===== src/rtl/kbd_scan_ctrl.sv =====
// kbd_scan_ctrl: PS/2 set-2 scancode decoder that sequences the ASCII lookup RAM and queues characters in a FIFO
module kbd_scan_ctrl #(
  parameter int DEPTH = 8,
  parameter int AW    = 3
) (
  input  logic       clk,
  input  logic       rst,
  input  logic       scan_valid,
  input  logic [7:0] scan_code,
  output logic       scan_ready,
  output logic [7:0] lut_addr,
  output logic [1:0] lut_state,
  input  logic [7:0] lut_data,
  output logic       ascii_valid,
  output logic [7:0] ascii_data,
  input  logic       ascii_ready,
  output logic       shift_held,
  output logic       caps_led,
  output logic       overflow
);
  typedef enum logic [1:0] {IDLE, REQ, CAP} state_t;
  state_t state, state_nx;
  logic brk, ext, lshift, rshift, caps, caps_down;
  logic [7:0] mem [DEPTH];
  logic [AW-1:0] wr_ptr, rd_ptr;
  logic [AW:0] count;
  logic accept, special, lookup, push, pop, full, wr;
  assign scan_ready  = state == IDLE;
  assign accept      = scan_valid & scan_ready;
  assign special     = scan_code == 8'hf0 || scan_code == 8'he0 || scan_code == 8'h12 ||
                       scan_code == 8'h59 || scan_code == 8'h58;
  assign lookup      = accept & ~brk & ~ext & ~special;
  assign push        = state == CAP && lut_data != 8'h00;
  assign ascii_valid = count != '0;
  assign full        = count == (AW+1)'(DEPTH);
  assign pop         = ascii_valid & ascii_ready;
  assign wr          = push & (~full | pop);
  assign ascii_data  = mem[rd_ptr];
  assign shift_held  = lshift | rshift;
  assign caps_led    = caps;
  always_ff @(posedge clk)
    if (rst) state <= IDLE;
    else state <= state_nx;
  always_comb begin
    state_nx = state;
    state_nx = state == IDLE ? (lookup ? REQ : IDLE) : state == REQ ? CAP : IDLE;
  end
  always_ff @(posedge clk) begin
    if (rst) begin
      {brk, ext, lshift, rshift, caps, caps_down, overflow} <= '0;
      lut_addr  <= '0;
      lut_state <= '0;
      wr_ptr    <= '0;
      rd_ptr    <= '0;
      count     <= '0;
    end else begin
      if ((scan_valid & ~scan_ready) | (push & full & ~pop)) overflow <= 1'b1;
      if (accept) begin
        if (scan_code == 8'hf0) brk <= 1'b1;
        else if (scan_code == 8'he0) ext <= 1'b1;
        else begin
          brk <= 1'b0;
          ext <= 1'b0;
          if (!ext) begin
            if (scan_code == 8'h12) lshift <= ~brk;
            else if (scan_code == 8'h59) rshift <= ~brk;
            else if (scan_code == 8'h58) begin
              caps_down <= ~brk;
              // typematic repeats keep caps_down set, so only the first make toggles
              if (!brk && !caps_down) caps <= ~caps;
            end else if (!brk) begin
              lut_addr  <= scan_code;
              lut_state <= {caps, shift_held};
            end
          end
        end
      end
      if (wr) wr_ptr <= wr_ptr + 1'b1;
      if (pop) rd_ptr <= rd_ptr + 1'b1;
      count <= count + {{AW{1'b0}}, wr} - {{AW{1'b0}}, pop};
    end
  end
  always_ff @(posedge clk)
    if (wr) mem[wr_ptr] <= lut_data;
endmodule


===== config.mk =====
export PLATFORM = sky130hd
export DESIGN_NAME = kbd_scan_ctrl
export DESIGN_NICKNAME = d
export VERILOG_FILES = /design/src/rtl/kbd_scan_ctrl.sv
export SDC_FILE = /design/constraint.sdc
export NUM_CORES = 1
export LEC_CHECK = 0
export CAP_MARGIN = 20
export CORE_UTILIZATION = 30
export CTS_BUF_LIST = sky130_fd_sc_hd__clkbuf_4
export CTS_CLUSTER_DIAMETER = 50
export DETAILED_ROUTE_END_ITERATION = 7
export PLACE_DENSITY = 0.48
export REMOVE_ABC_BUFFERS = 1
export SLEW_MARGIN = 20
export SYNTH_ARGS = -nofsm -noshare
export SYNTH_HDL_FRONTEND = slang
export SYNTH_SLANG_ARGS = --single-unit

===== constraint.sdc =====
create_clock -name clk -period 3.2 [get_ports clk]
set_input_delay 0.32 -clock clk [delete_from_list [all_inputs] [get_ports clk]]
set_output_delay 0.32 -clock clk [all_outputs]
set_load 0.005 [all_outputs]

run_1/placement_by_type.png
Bar = 20 um. Fill, decap, tap and diode cells in grey.
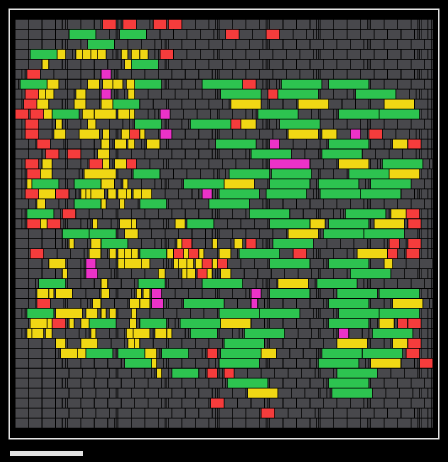
[flops] green | cells: 96
[clock drivers and dummy loads] magenta | cells: 15
[combinational and other logic] yellow | cells: 156
[other buffers and delay cells] red | cells: 59
sequential cell area share: 53.4%
core region area: 0.0127 mm^2
Core Rows: 41
fin area: 0.00480 mm^2

run_1/logic_types.png
Bar = 20 um.
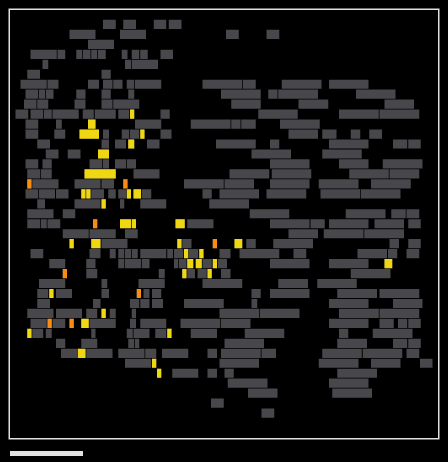
[inverters] orange | cells: 8
[NOR gates] yellow | cells: 35
top logic cell by instance count in the layout: sky130_fd_sc_hd__edfxtp_1
non-filler instance count after layout: 498
logic gate fraction of the total cell area: 27.2%

==> summary.rpt, run 1 <==
PHYSICAL IMPLEMENTATION REPORT
----------------------------------------------------
[Run status]
  Outcome ........................ finished clean

[Cells and area]
  Clk cell area share ........................ 2.84%
  Final non-clock buffer share ........................ 11.4%
  Commonest non-fill, non-tap cells in the layout ........................ sky130_fd_sc_hd__edfxtp_1 (64), sky130_fd_sc_hd__clkdlybuf4s50_1 (42), sky130_fd_sc_hd__dfxtp_1 (32), sky130_fd_sc_hd__nor2_1 (20), sky130_fd_sc_hd__buf_4 (17)
  Layout area overhead ........................ 21.4%
  Cell class with the largest area share ........................ registers
  Combinational gate count ........................ 148
  Combinational cell area excluding buffers and inverters ........................ 0.00131 mm^2
  Layout cell share with drive strength beyond 1 ........................ 19.3%
  Clock buffer count in the final layout ........................ 9

[Pwr]
  Overall power ........................ 2.86 mW
  Static Leak ........................ 1.58 nW
  Ratio of total power to cell area ........................ 597 mW/mm^2

[Synthesis]
  Chip area in the Yosys report ........................ 0.00396 mm^2
  Post-synth top area share ........................ 48.6%
  Post-synthesis instance area ........................ 0.00396 mm^2
  Cell with the most instances after synthesis ........................ sky130_fd_sc_hd__edfxtp_1
  Mean Syn Cell Area ........................ 15.0 um^2
  Distinct lib cells used ........................ 49
  Leading post-synthesis cells by cell area ........................ sky130_fd_sc_hd__edfxtp_1 (49%), sky130_fd_sc_hd__dfxtp_1 (16%), sky130_fd_sc_hd__mux4_2 (9.1%)
  Flops & latches, synth ........................ 96

[Drt]
  Total number of vias ........................ 2315
  Routed wire length ........................ 8320 um
  Count of antenna-violating nets left after detailed routing ........................ 0

[GRT]
  Overflow left after global routing ........................ 0
  GR peak layer ........................ met2
  Antenna violations before repair ........................ 0
  Vias in the first global route ........................ 2394
  Met3 track utilization from global routing ........................ 5.10%

[Floorplan]
  Chip area ........................ 0.0136 mm^2
  Share of the core filled by cells before placement ........................ 31.1%
  Die extent in y ........................ 117 um
  Horizontal die size ........................ 117 um

[Critical path]
  Arrival @ worst endpoint ........................ 2.42 ns
  Stage delay of the slowest cell on the critical path ........................ 0.56 ns
  Top fanout value on the critical path ........................ 16
  Worst-path cell with the longest stage delay ........................ sky130_fd_sc_hd__mux4_2
  Setup crit start kind ........................ flip-flop
  Worst setup EP type ........................ primary output

[Min path]
  Min-Delay Path Class ........................ flip-flop to flip-flop

[Clock network]
  Post-CTS Resized ........................ 0
  Number of buffers added by the clock tree synthesis step ........................ 9
  Hold buffer count at CTS ........................ 0
  Number of buffers added for setup after CTS ........................ 0
  Max Root-Sink Buffers ........................ 2
  TritonCTS clock tree ........................ built

[Run]
  Number of warnings in the stage logs ........................ 26

[Final timing]
  Fmax achieved ........................ 0.365 GHz
  Final hold violation count ........................ 0
  Share of the cycle needed by the critical path after routing ........................ 85.7%

[Placed design]
  Post-Place Cells ........................ 483

----------------------------------------------------
run_1/placement.png
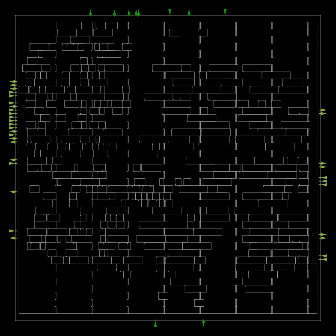
Finished Core Util: 37.7%
well tap count: 172
sequential cell count: 96
FILL cells: 1258

==> run 1: flip-flops by register name, summed over array words and instances, names as in the netlist, named ones only <==
name       cells
count          4
lut_state      2
caps_down      1
mem           64
wr_ptr         3
lshift         1
ext            1
state          2
overflow       1
lut_addr       8
rd_ptr         3
rshift         1
caps_led       1
brk            1
==> run 1: through the flow <==
step                      utilization [%]  hold slack [ns]  setup WS, ns  instance area, um^2
after CTS                            37.7            0.447         0.380                 4800
after global routing                 37.7            0.432         0.297                 4800
after global placement               36.7            0.457         0.305                 4660
after detailed placement             36.7            0.460         0.250                 4660
final                                37.7            0.476         0.457                 4800
after floorplan                         -            0.385         0.941                 3900
==> run 1: routing by layer <==
metal  routed length, um  share of wire (%)
met5                   0                  0
met4                  91                1.1
met3                 499                6.0
met2                3970                 48
met1                3760                 45
==> run 1: cells by family after synthesis <==
kind of cell | after synthesis | synth area share, %
compound gates | 28 | 4.71
flops | 96 | 64.8
xor+xnor | 5 | 1.11
simple gates | 80 | 12.4
fa+ha+maj | 8 | 2.72
mux | 27 | 12.1
buf+inv | 20 | 2.15
==> run 1: report_power, final <==
part	internal [mW]	switching, mW
Sequential	1.38	0.0367
Clock	0.240	0.415
Combinational	0.442	0.346
Total	2.07	0.798
==> run 1: worst paths after layout <==
kind	start	to	slack, ns	depth (start not counted)
min reg2reg	lut_addr[5]	lut_addr[5]	0.48	2
max	flip-flop	ascii_data[1]	0.46	4
max reg2reg	count[2]	count[1]	0.88	9
min	lut_addr[5]	lut_addr[5]	0.48	2
==> run 2: changes to the inputs <==
Settings changed: CELL_PAD_IN_SITES_DETAIL_PLACEMENT set to 0, CELL_PAD_IN_SITES_GLOBAL_PLACEMENT set to 1, PLACE_DENSITY 0.48 to 0.55.
run_2/logic_types.png
Bar = 20 um.
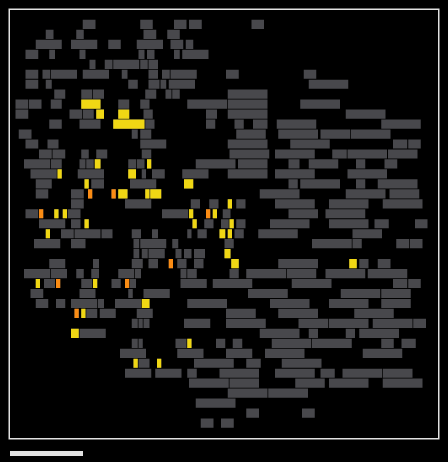
[inverters] orange | cells: 8 | where: left middle
[NOR gates] yellow | cells: 35

==> summary.rpt, run 2 <==
PHYSICAL IMPLEMENTATION REPORT
----------------------------------------------------
[GRT]
  Overflow left after global routing ........................ 0 (unchanged)
  Global-route wire length before repair ........................ 12800 um (was 12900 um)
  Vias in the first global route ........................ 2418 (was 2394)
  Antenna violations before repair ........................ 0 (unchanged)

[Clock network]
  TritonCTS clock tree ........................ built (unchanged)
  CTS Root Cell ........................ sky130_fd_sc_hd__clkbuf_4 (unchanged)
  Number of buffers added by the clock tree synthesis step ........................ 9 (unchanged)
  Post-CTS Resized ........................ 0 (unchanged)
  Max Root-Sink Buffers ........................ 2 (unchanged)
  Hold buffer count at CTS ........................ 0 (unchanged)
  Number of buffers added for setup after CTS ........................ 0 (unchanged)

[Final timing]
  Minimum clock period ........................ 2.72 ns (was 2.74 ns)
  Final hold violation count ........................ 0 (unchanged)
  Actual transition at the worst max-transition pin ........................ 0.979 ns (was 0.902 ns)
  Share of the cycle needed by the critical path after routing ........................ 84.9% (was 85.7%)
  Fmax achieved ........................ 0.368 GHz (was 0.365 GHz)
  Worst hold slack ........................ 0.477 ns (was 0.476 ns)

[Min path]
  Min-Delay Path Class ........................ flip-flop to flip-flop (unchanged)

[Synthesis]
  Leading post-synthesis cells by cell area ........................ sky130_fd_sc_hd__edfxtp_1 (49%), sky130_fd_sc_hd__dfxtp_1 (16%), sky130_fd_sc_hd__mux4_2 (9.1%) (unchanged)
  Mean Syn Cell Area ........................ 15.0 um^2 (unchanged)
  Post-synth top area share ........................ 48.6% (unchanged)
  Cell with the most instances after synthesis ........................ sky130_fd_sc_hd__edfxtp_1 (unchanged)
  Proportion of register bits with asynchronous set or reset after synthesis ........................ 0% (unchanged)
  Chip area in the Yosys report ........................ 0.00396 mm^2 (unchanged)
  Distinct lib cells used ........................ 49 (unchanged)
  Post-synthesis instance area ........................ 0.00396 mm^2 (unchanged)

[Critical path]
  Top fanout value on the critical path ........................ 16 (unchanged)
  Stage delay of the slowest cell on the critical path ........................ 0.56 ns (about the same)
  Setup crit start kind ........................ flip-flop (unchanged)
  Worst-path cell with the longest stage delay ........................ sky130_fd_sc_hd__mux4_2 (unchanged)
  Arrival @ worst endpoint ........................ 2.40 ns (was 2.42 ns)

[Floorplan]
  Share of the core filled by cells before placement ........................ 31.1% (unchanged)
  Die extent in y ........................ 117 um (unchanged)
  Chip area ........................ 0.0136 mm^2 (unchanged)
  Core region area ........................ 0.0127 mm^2 (unchanged)
  Core Rows ........................ 41 (unchanged)
  Horizontal die size ........................ 117 um (unchanged)

[Pwr]
  Clock Power Share ........................ 23.9% (was 22.9%)
  Internal Pwr Total ........................ 2.09 mW (was 2.07 mW)
  Switching portion of total power ........................ 27.9% (about the same)
  Clock net power ........................ 0.692 mW (was 0.654 mW)
  P_comb ........................ 0.777 mW (was 0.788 mW)
  Static Leak ........................ 1.60 nW (was 1.58 nW)
  Gate power share ........................ 26.9% (was 27.5%)
  Seq. pwr ........................ 1.42 mW (about the same)
  Net switching component of the power ........................ 0.806 mW (was 0.798 mW)
  Ratio of total power to cell area ........................ 600 mW/mm^2 (was 597 mW/mm^2)
  Group with the largest share of power ........................ sequential cells (unchanged)

[Run]
  Number of warnings in the stage logs ........................ 26 (unchanged)

[Cells and area]
  Registers with the highest flip-flop counts ........................ mem: 64 flops, lut_addr: 8 flops, count: 4 flops (unchanged)
  Max reg flops ........................ 64 (unchanged)
  Layout cell share with drive strength beyond 1 ........................ 19.6% (was 19.3%)
  Register containing the most flip-flops in the final layout ........................ mem (unchanged)
  Layout area overhead ........................ 21.7% (was 21.4%)
  Top logic cell by instance count in the layout ........................ sky130_fd_sc_hd__edfxtp_1 (unchanged)
  FILL cells ........................ 1297 (was 1258)

[Drt]
  Count of antenna-violating nets left after detailed routing ........................ 0 (unchanged)
  Total number of vias ........................ 2335 (was 2315)
  Routed wire length ........................ 8000 um (was 8320 um)

[Placed design]
  Last weighted congestion value of the routability-driven placer ........................ 0.678 (was 0.717)

[Run status]
  Outcome ........................ finished clean (unchanged)

----------------------------------------------------
run_2/flops_by_reg.png
Bar = 20 um. Other sequential cells in the stronger grey, the rest of the logic in the fainter grey.
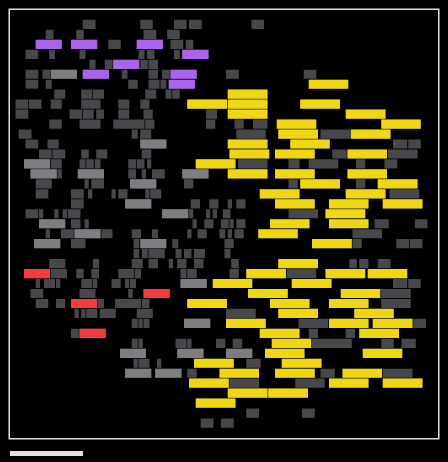
[count] red | sequential cells: 4
[mem] yellow | sequential cells: 64
[lut_addr] purple | sequential cells: 8
not coloured: 20

run 2: cell types whose count changed in the layout (fill, tap and decap cells not counted), sizes merged:
cell      change
inv           +1
clkbuf        +1
clkinvlp      -1
run 2: worst max-delay path: cells and delay by family (launching register included):
| family | cells | cell delay, ns |
|---|---|---|
| buf+inv | 2 | 0.75 |
| flops | 1 | 0.34 |
| mux | 2 | 0.84 |
run 2: worst paths after layout:
check / startpoint / endpoint / slack, ns / cells after the start
worst max-delay path: flip-flop / ascii_data[4] / 0.48 / 4
worst min register to register: lut_addr[6] / lut_addr[6] / 0.48 / 2
worst min-delay path: lut_addr[6] / lut_addr[6] / 0.48 / 2
worst max register to register: count[2] / count[1] / 0.89 / 9
run 2: cell families after synthesis:
group	Yosys count	share of synthesized area, %
DFF	96	64.8
and+or+nand+nor	80	12.4
AOI/OAI and AO/OA	28	4.71
muxes	27	12.1
buffers and inverters	20	2.15
adders and majority gates	8	2.72
xor gates and xnor gates	5	1.11
run 2: per-stage QoR:
step	instances	setup WS [ns]	utilization, %	total power, mW	area (um^2)
floorplan	252	0.941	-	1.94	3900
global placement	483	0.364	36.7	2.24	4660
detailed placement	483	0.284	36.7	2.24	4660
CTS	499	0.414	37.8	2.94	4810
global route	499	0.315	37.8	3.07	4810
finish	499	0.483	37.8	2.89	4810
run 2: layout make-up:
type	count	area [um^2]	area share (%)
Inverter	8	30.0	0.624
Clock inverter	6	76.3	1.59
Timing Repair Buffer	59	548	11.4
Tap cell	172	215	4.47
Multi-Input combinational cell	148	1310	27.2
Sequential cell	96	2560	53.2
Clock buffer	10	75.1	1.56
run 2: routing by layer:
layer	track usage [%]	up-vias	share of wire, %
li1	-	1123	-
met1	16.4	1162	47
met2	21.3	43	48
met3	4.33	7	4.3
met4	4.30	0	1.2
met5	0	-	0
==> run 3: changes to the inputs <==
Settings changed: PLACE_DENSITY 0.55 to 0.57.
Clock period 3.2 ns to 2.3 ns, I/O delays scaled along.
run_3/flops_by_reg.png
Bar = 20 um. Other sequential cells in the stronger grey, the rest of the logic in the fainter grey.
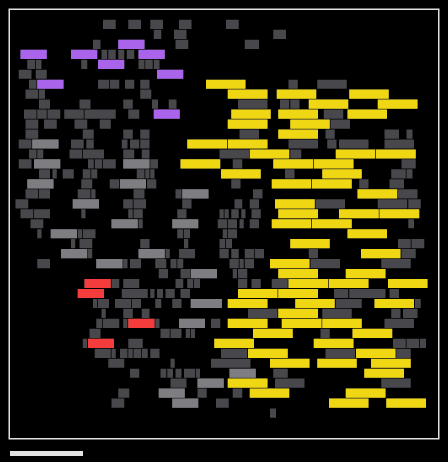
[mem] yellow | sequential cells: 64
[count] red | sequential cells: 4
[lut_addr] purple | sequential cells: 8 | where: top left
not coloured: 20

==> summary.rpt, run 3 <==
PHYSICAL IMPLEMENTATION REPORT
----------------------------------------------------
[Drt]
  Count of antenna-violating nets left after detailed routing ........................ 0 (unchanged)
  Routed wire length ........................ 8350 um (was 8000 um)
  Total number of vias ........................ 2414 (was 2335)
  Average detailed-routed wire length per instance ........................ 16.0 um (about the same)
  # DRC ........................ 0 (unchanged)

[Clock network]
  TritonCTS clock tree ........................ built (unchanged)
  Number of buffers added by the clock tree synthesis step ........................ 9 (unchanged)
  Max Root-Sink Buffers ........................ 2 (unchanged)
  CTS Root Cell ........................ sky130_fd_sc_hd__clkbuf_4 (unchanged)

[Final timing]
  Fmax achieved ........................ 0.446 GHz
  Post-route setup slack ........................ 0.0576 ns (was 0.483 ns)
  Actual transition at the worst max-transition pin ........................ 0.518 ns (was 0.979 ns)
  Share of the cycle needed by the critical path after routing ........................ 97.5%
  Worst Clk Skew ........................ 0.0143 ns (was 0.0214 ns)
  Count of final max-slew check failures ........................ 0 (unchanged)
  Minimum clock period ........................ 2.24 ns
  Final hold violation count ........................ 0 (unchanged)

[Synthesis]
  Area leader, netlist ........................ sky130_fd_sc_hd__edfxtp_1 (unchanged)
  Proportion of register bits with asynchronous set or reset after synthesis ........................ 0% (unchanged)
  Leading post-synthesis cells by cell area ........................ sky130_fd_sc_hd__edfxtp_1 (49%), sky130_fd_sc_hd__dfxtp_1 (16%), sky130_fd_sc_hd__mux4_2 (9.1%) (unchanged)
  Mean Syn Cell Area ........................ 15.0 um^2 (unchanged)
  Chip area in the Yosys report ........................ 0.00396 mm^2 (unchanged)
  Ao+oa area frac ........................ 4.71% (unchanged)
  Cell with the most instances after synthesis ........................ sky130_fd_sc_hd__edfxtp_1 (unchanged)
  Multiplexer share of the synthesized area ........................ 12.1% (unchanged)
  Flops & latches, synth ........................ 96 (unchanged)
  Fraction of the mapped netlist area in adder cells ........................ 2.72% (unchanged)
  Share of the yosys chip area belonging to registers ........................ 64.8% (unchanged)
  Yosys stat cell total ........................ 264 (unchanged)
  Distinct lib cells used ........................ 49 (unchanged)
  Fraction of the mapped netlist area in simple logic gates ........................ 12.4% (unchanged)
  Post-synth top area share ........................ 48.6% (unchanged)
  Xor and xnor area share after synthesis ........................ 1.11% (unchanged)
  Largest combinational cell category by area ........................ simple AND/OR/NAND/NOR gates (unchanged)
  Ranking of synthesized cells by instance count ........................ sky130_fd_sc_hd__edfxtp_1 (64), sky130_fd_sc_hd__dfxtp_1 (32), sky130_fd_sc_hd__nor2_1 (20), sky130_fd_sc_hd__mux4_2 (16), sky130_fd_sc_hd__nand2b_1 (12) (unchanged)
  Post-synthesis instance area ........................ 0.00396 mm^2 (unchanged)

[Cells and area]
  Sequential cell area ........................ 0.00257 mm^2 (was 0.00256 mm^2)
  Layout cell share with drive strength beyond 1 ........................ 27.7% (was 19.6%)
  Commonest non-fill, non-tap cells in the layout ........................ sky130_fd_sc_hd__edfxtp_1 (64), sky130_fd_sc_hd__buf_4 (34), sky130_fd_sc_hd__clkdlybuf4s50_1 (33), sky130_fd_sc_hd__dfxtp_1 (31), sky130_fd_sc_hd__nor2_1 (20) (was sky130_fd_sc_hd__edfxtp_1 (64), sky130_fd_sc_hd__clkdlybuf4s50_1 (42), sky130_fd_sc_hd__dfxtp_1 (32), sky130_fd_sc_hd__nor2_1 (20), sky130_fd_sc_hd__buf_4 (17))
  Max reg flops ........................ 64 (unchanged)
  Top logic cell by instance count in the layout ........................ sky130_fd_sc_hd__edfxtp_1 (unchanged)
  Antenna cells ........................ 0 (unchanged)
  Combinational cell area excluding buffers and inverters ........................ 0.00133 mm^2 (was 0.00131 mm^2)
  Fin area ........................ 0.00504 mm^2 (was 0.00481 mm^2)
  Layout area overhead ........................ 27.4% (was 21.7%)
  Register containing the most flip-flops in the final layout ........................ mem (unchanged)
  Registers with the highest flip-flop counts ........................ mem: 64 flops, lut_addr: 8 flops, count: 4 flops (unchanged)

[Floorplan]
  Die extent in y ........................ 117 um (unchanged)
  Share of the core filled by cells before placement ........................ 31.1% (unchanged)
  Chip area ........................ 0.0136 mm^2 (unchanged)
  Core Rows ........................ 41 (unchanged)
  Horizontal die size ........................ 117 um (unchanged)
  Core region area ........................ 0.0127 mm^2 (unchanged)

[Pwr]
  Static Leak ........................ 1.74 nW (was 1.60 nW)
  Ratio of total power to cell area ........................ 845 mW/mm^2 (was 600 mW/mm^2)
  Overall power ........................ 4.26 mW (was 2.89 mW)

[Run]
  Number of warnings in the stage logs ........................ 28 (was 26)

[Min path]
  Min-Delay Path Class ........................ input port to flip-flop (was flip-flop to flip-flop)

[GRT]
  Vias in the first global route ........................ 2546 (was 2418)
  Overflow left after global routing ........................ 0 (unchanged)
  Global-route wire length before repair ........................ 13400 um (was 12800 um)
  Antenna violations before repair ........................ 0 (unchanged)

[Run status]
  Outcome ........................ finished clean (unchanged)

[Critical path]
  Top fanout value on the critical path ........................ 6 (was 16)
  Required time of the critical path ........................ 2.07 ns (was 2.88 ns)
  Worst setup EP type ........................ primary output (unchanged)
  Arrival @ worst endpoint ........................ 2.01 ns (was 2.40 ns)
  Setup crit start kind ........................ flip-flop (unchanged)

[Placed design]
  Area after DPL ........................ 0.00477 mm^2 (was 0.00466 mm^2)
  Sum of net half-perimeters after detailed placement ........................ 5610 um (was 5310 um)
  Worst slack at placement ........................ -0.369 ns (was 0.284 ns)
  Last weighted congestion value of the routability-driven placer ........................ 0.686 (was 0.678)

----------------------------------------------------
run_3/placement.png
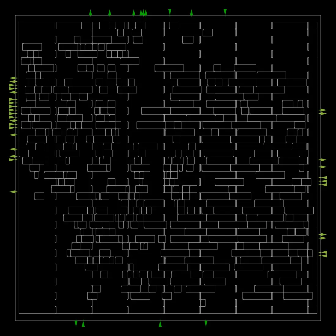
sequential cell area share: 50.9%
non-filler instance count after layout: 522
FILL cells: 1256
Finished Core Util: 39.6%

-- run 3: routing by layer --
metal	routed length, um	vias up	share of wire [%]	global-route usage [%]
li1	-	1174	-	-
met1	3830	1188	46	17.0
met2	4030	43	48	22.2
met3	386	9	4.6	4.02
met4	98	0	1.2	4.30
met5	0	-	0	0
-- run 3: final timing paths --
check,to,startpoint,slack [ns],depth (start not counted)
worst max-delay path,ascii_data[3],flip-flop,0.06,5
worst min-delay path,lut_addr[1],scan_code[1],0.42,3
worst max register to register,mem[0][3],count[2],0.20,7
worst min register to register,lut_addr[6],lut_addr[6],0.48,2
-- run 3: stage by stage --
step / hold slack (ns) / instances
finish: 0.420 / 522
global placement: 0.458 / 496
detailed placement: 0.456 / 496
CTS: 0.406 / 521
global route: 0.408 / 522
floorplan: 0.295 / 252
-- run 3: cell type report --
cell class | instances | area share [%]
clock inverters | 6 | 1.39
multi-input cells | 148 | 26.3
inverters | 8 | 0.596
repair buffers | 83 | 15.1
flip-flops and latches | 96 | 50.9
well taps | 172 | 4.27
clock buffers | 9 | 1.34
-- run 3: critical path: stages, from the launching register on --
cell and delay (ns):
sky130_fd_sc_hd__dfxtp_4 0.42, sky130_fd_sc_hd__buf_12 0.13, sky130_fd_sc_hd__buf_8 0.11, sky130_fd_sc_hd__mux4_2 0.49, sky130_fd_sc_hd__mux2_4 0.29, sky130_fd_sc_hd__buf_6 0.12
-- run 3: where the power goes --
group | switching, mW | total, mW | internal [mW]
combinational | 0.519 | 1.35 | 0.829
sequential | 0.0716 | 2.00 | 1.93
clock | 0.579 | 0.910 | 0.330
total | 1.17 | 4.26 | 3.09
-- run 3: what timing repair did --
action,4_1_cts,5_1_grt
pin swaps,0,0
endpoints found under the setup margin,9,11
setup buffers,9,1
resized,35,9
gates cloned,1,0
hold buffers,0,0
Power and IR drop assume default switching activity.
